**src/rtl/hazard_mdu_ctrl.sv**
```systemverilog
// hazard_mdu_ctrl: stall, flush and multiply/divide busy control for a 5-stage MIPS pipeline
//
// Ports:
//   clk, reset                    clock, synchronous active-high reset
//   D_rs/D_rt, D_Tuse_rs/D_Tuse_rt D-stage sources and their Tuse (2'b11 = unused)
//   D_is_md                       D-stage instruction touches the MDU / HI / LO
//   E_A3/E_RFWr/E_Tnew            E-stage destination, write enable, Tnew
//   M_A3/M_RFWr/M_Tnew            M-stage destination, write enable, Tnew
//   E_md_start/E_md_div           MDU issue in E, divide (1) or multiply (0)
//   M_exc/M_eret                  exception or eret at M (flush)
//   stall, F_en, D_en             D-stage stall, PC and F/D enables
//   D_clr, E_clr, M_clr           pipeline register clears
//   md_busy, md_cnt               MDU busy flag and remaining busy cycles
// Optional feature, macro STALL_PERF_EN: adds stall_cycles and flush_count counters.
module hazard_mdu_ctrl #(
  parameter int MULT_CYCLES = 5,
  parameter int DIV_CYCLES  = 10,
  parameter int CNT_W       = 4
) (
  input  logic             clk,
  input  logic             reset,
  input  logic [4:0]       D_rs,
  input  logic [4:0]       D_rt,
  input  logic [1:0]       D_Tuse_rs,
  input  logic [1:0]       D_Tuse_rt,
  input  logic             D_is_md,
  input  logic [4:0]       E_A3,
  input  logic             E_RFWr,
  input  logic [1:0]       E_Tnew,
  input  logic [4:0]       M_A3,
  input  logic             M_RFWr,
  input  logic [1:0]       M_Tnew,
  input  logic             E_md_start,
  input  logic             E_md_div,
  input  logic             M_exc,
  input  logic             M_eret,
  output logic             stall,
  output logic             F_en,
  output logic             D_en,
  output logic             D_clr,
  output logic             E_clr,
  output logic             M_clr,
  output logic             md_busy,
`ifdef STALL_PERF_EN
  output logic [31:0]      stall_cycles,
  output logic [15:0]      flush_count,
`endif
  output logic [CNT_W-1:0] md_cnt
);
  typedef enum logic {IDLE, BUSY} md_state_e;
  md_state_e        state_q, state_d;
  logic [CNT_W-1:0] md_cnt_q, md_cnt_d;
  logic             flush, stall_rs, stall_rt, stall_md, stall_raw;
  always_comb begin
    flush     = M_exc | M_eret;
    // Tuse of 3 can never be exceeded by a 2-bit Tnew, so unused sources drop out naturally
    stall_rs  = (D_rs != 5'd0) && ((E_RFWr && E_A3 == D_rs && E_Tnew > D_Tuse_rs) ||
                                   (M_RFWr && M_A3 == D_rs && M_Tnew > D_Tuse_rs));
    stall_rt  = (D_rt != 5'd0) && ((E_RFWr && E_A3 == D_rt && E_Tnew > D_Tuse_rt) ||
                                   (M_RFWr && M_A3 == D_rt && M_Tnew > D_Tuse_rt));
    stall_md  = D_is_md && (state_q == BUSY || E_md_start);
    stall_raw = (stall_rs | stall_rt | stall_md) & ~flush;
    // reset forces a free-running pipeline with no clears
    stall     = ~reset & stall_raw;
    F_en      = ~stall;
    D_en      = ~stall;
    E_clr     = ~reset & (stall_raw | flush);
    D_clr     = ~reset & flush;
    M_clr     = ~reset & flush;
    // a start killed by flush does not load; an in-flight count keeps running through flush
    md_cnt_d  = (E_md_start && !flush) ? (E_md_div ? CNT_W'(DIV_CYCLES) : CNT_W'(MULT_CYCLES)) :
                (state_q == BUSY) ? md_cnt_q - 1'b1 : md_cnt_q;
    state_d   = (md_cnt_d != '0) ? BUSY : IDLE;
    md_busy   = state_q == BUSY;
    md_cnt    = md_cnt_q;
  end
  always_ff @(posedge clk) begin
    if (reset) begin
      state_q  <= IDLE;
      md_cnt_q <= '0;
    end else begin
      state_q  <= state_d;
      md_cnt_q <= md_cnt_d;
    end
  end
`ifdef STALL_PERF_EN
  logic [31:0] stall_cycles_q;
  logic [15:0] flush_count_q;
  always_ff @(posedge clk) begin
    if (reset) begin
      stall_cycles_q <= '0;
      flush_count_q  <= '0;
    end else begin
      stall_cycles_q <= stall_cycles_q + {31'd0, stall};
      flush_count_q  <= flush_count_q + {15'd0, flush};
    end
  end
  assign stall_cycles = stall_cycles_q;
  assign flush_count  = flush_count_q;
`endif
endmodule

```
**config.mk**
```make
export PLATFORM = sky130hd
export DESIGN_NAME = hazard_mdu_ctrl
export DESIGN_NICKNAME = d
export VERILOG_FILES = /design/src/rtl/hazard_mdu_ctrl.sv
export SDC_FILE = /design/constraint.sdc
export NUM_CORES = 1
export LEC_CHECK = 0
export CAP_MARGIN = 30
export CORE_MARGIN = 10
export CORE_UTILIZATION = 30
export CTS_CLUSTER_DIAMETER = 200
export DETAILED_ROUTE_END_ITERATION = 8
export GPL_TIMING_DRIVEN = 0
export HOLD_SLACK_MARGIN = 0.08
export MAX_ROUTING_LAYER = met4
export PLACE_DENSITY = 0.78
export SLEW_MARGIN = 20
export SYNTH_ARGS = -nofsm -noshare
export SYNTH_HDL_FRONTEND = slang
export SYNTH_SLANG_ARGS = --single-unit
```
**constraint.sdc**
```tcl
create_clock -name clk -period 5.8 [get_ports clk]
set_input_delay 0.87 -clock clk [delete_from_list [all_inputs] [get_ports clk]]
set_output_delay 0.87 -clock clk [all_outputs]
set_load 0.02 [all_outputs]
```
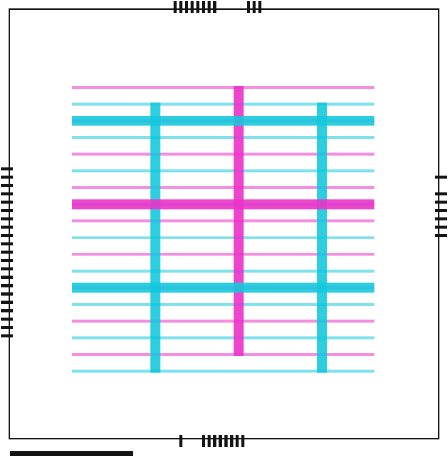
Figure 1: power grid.
Bar = 20 um. Pins as bars on the die edge.
| colour | net |
|---|---|
| cyan | VSS |
| magenta | VDD |
met5 straps: 3
rows: 17
Die Y: 69.7 um
Worst IR Drop VDD: 0.118 mV
die width: 69.7 um

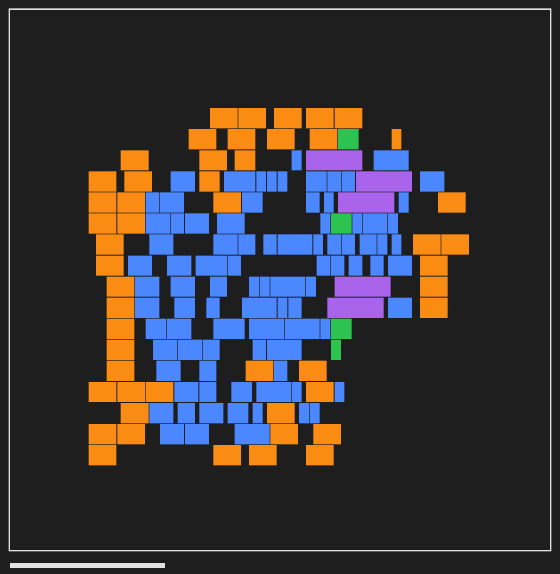
Figure 2: cell classes on the final placement.
Bar = 20 um.
| colour | class | cells | share of their area |
|---|---|---|---|
| green | clock drivers and dummy loads | 4 | 2.1% |
| blue | remaining logic cells | 89 | 50% |
| purple | sequential cells | 5 | 8.1% |
| orange | remaining buffers and delay cells | 50 | 39% |

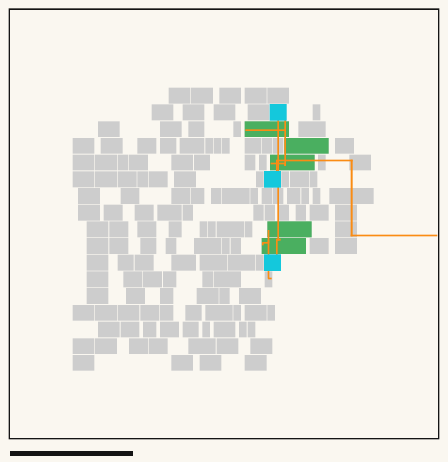
Figure 3: routed clock nets over the placement.
Bar = 20 um.
[cyan] clock-net drivers | count: 3
[orange] clock wires | length: 97.7 um
[green] flip-flops | count: 5
routed clock nets: 4
clock share of power: 18.3%
Clk power: 0.0000399 W
Clk Latency, worst-skew pair: 0.24 ns

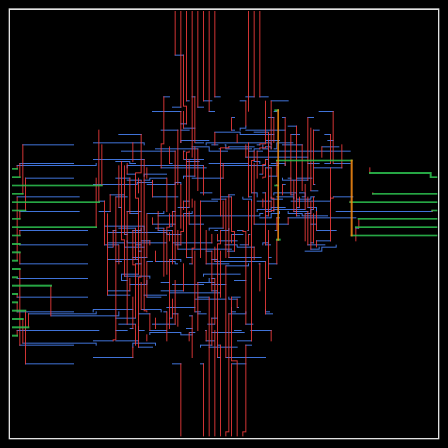
Figure 4: metal layers overlaid.
| colour | layer | wire length |
|---|---|---|
| green | M3 | 158 um |
| blue | M1 | 951 um |
| red | M2 | 1370 um |
| orange | M4 | 33.3 um |

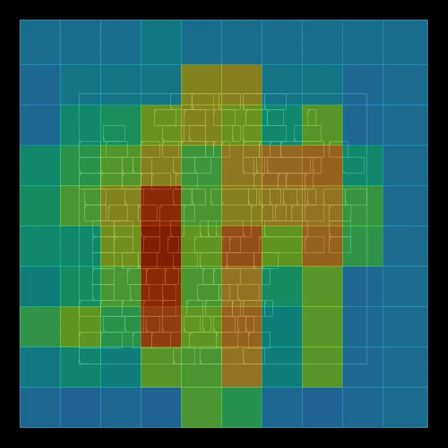
Figure 5: track usage over the die.
fin util: 56.0%
met1 GRT Util: 9.61%

==> flow_summary.ini <==
; implementation run metrics
[run_status]
status = completed

[sta]
min_period_ns = 4.23
rsz0062_at_grt = no
drv_slew = 0
clock_skew_ns = 0.00153
max_clock_freq_mhz = 237
tightest_slew_ns = 0.359

[global_route]
grt_max_degree = 9
grt_pass1_wl_um = 4040
grt.overflow.total = 0

[placed_design]
dpl.hpwl_um = 2350
place_inst = 172

[detailed_routing]
final_antenna_net_count = 0
vias_per_cell = 4.98
drt_first_pass_iters = 4
wl_um = 2510
drc_errors = 0

[hold_path]
min_path_type = register to register

[run]
warning_count = 26

[logic_synthesis]
syn_avg_cell_area_um2 = 7.65
synthesis.area_um2 = 742
syn_inst = 97
simple_gate_share_pct = 18.9
edf_count = 0
ys_async_sr_fraction_pct = 0
flop_cell = dfxtp_1
ys_seq_share_pct = 13.5
synthXorXnorAreaFrac_pct = 27.2
ys_top_cells_by_count = xnor2_1 (17), inv_1 (12), a21oi_1 (9), ha_1 (9)

[critical_path]
critPathSlowestCell = clkdlybuf4s50_1
path_delay_family = buffers and inverters
critPathKind = primary input to output port
rrSetupSlack_ns = 4.47
endpoint = F_en
critPathLaunchType = primary input
endpoint_kind = output port
cp_max_fo = 3
required_ns = 4.93
startpoint = D_Tuse_rs[1]

[clocking]
cts-buffers-inserted = 3
htreeDepth = 1
cts_root_buffer = clkbuf_4
cts_resized = 0
postCtsHoldBufs = 0

[final_layout]
layout.nets = 195
synthToLayoutAreaGrowth_pct = 71.7
stdcell_count = 176

[floorplan]
core_util_floorplan_pct = 32.6
chipArea_um2 = 4860
## per-layer routing
metal / track usage [%] / part of all wire, %
met1: 9.61 / 38
met2: 18.2 / 54
met3: 3.00 / 6.3
met4: 3.91 / 1.3
met5: - / 0
## placed cells by master (no fill, tap or decap), types with 3 or more instances in the layout
cell and instances:
clkdlybuf4s50_1 47, xnor2_1 17, inv_1 12, a21oi_1 9, ha_1 9, xor2_1 6, nand2_1 6, nand3_1 5
dfxtp_1 5, nor4_1 4, nor2_1 4, clkbuf_4 3
## kinds of logic (layout without fill, tap and decap cells)
kind of cell               after synthesis  count (layout)
buffers and inverters                   15              66
adders and majority gates                9               9
xor gates and xnor gates                23              23
AOI/OAI and AO/OA                       19              19
DFF                                      5               5
and+or+nand+nor                         26              26
## stage by stage
stage	total power, W	setup slack [ns]	utilization [%]	hold WS (ns)
4_1_cts	0.000220	1.54	56.0	0.564
6_report	0.000218	1.57	56.0	0.557
5_1_grt	0.000234	1.32	56.0	0.595
2_1_floorplan	0.000117	2.36	-	0.595
3_5_place_dp	0.000180	1.55	54.8	0.561
3_3_place_gp	0.000175	1.56	54.8	0.559
## state kept, by name, summed over array words and instances, names as in the netlist
signal / count
md_busy: 1
md_cnt: 4
## worst min-delay path, stage by stage (launching register included)
cell	delay [ns]
dfxtp_1	0.32
nor2_1	0.12
a21oi_1	0.07
## report_power, final
part	internal (W)	leakage (nW)	switching, W	total, W
combinational	0.0000697	0.448	0.0000577	0.000127
clock	0.0000260	0.0150	0.0000139	0.0000399
sequential	0.0000425	0.0417	0.00000810	0.0000506
## final cells by class
class	count	area [um2]	area share, %
flip-flops and latches	5	100	7.86
inverters	12	45.0	3.54
plain buffers	3	18.8	1.47
clock buffers	4	26.3	2.06
multi-input cells	77	578	45.4
repair buffers	47	470	36.9
well taps	28	35.0	2.75
## worst min path at each step
stage	startpoint	to	slack [ns]	depth (start not counted)
after floorplan	md_cnt[3]	md_busy	0.60	2
after global placement	md_cnt[3]	md_busy	0.56	2
after detailed placement	md_cnt[3]	md_busy	0.56	2
after CTS	md_cnt[3]	md_busy	0.56	2
after global routing	md_cnt[3]	md_busy	0.60	2
final	md_cnt[3]	md_busy	0.56	2
Power and IR drop assume default switching activity.
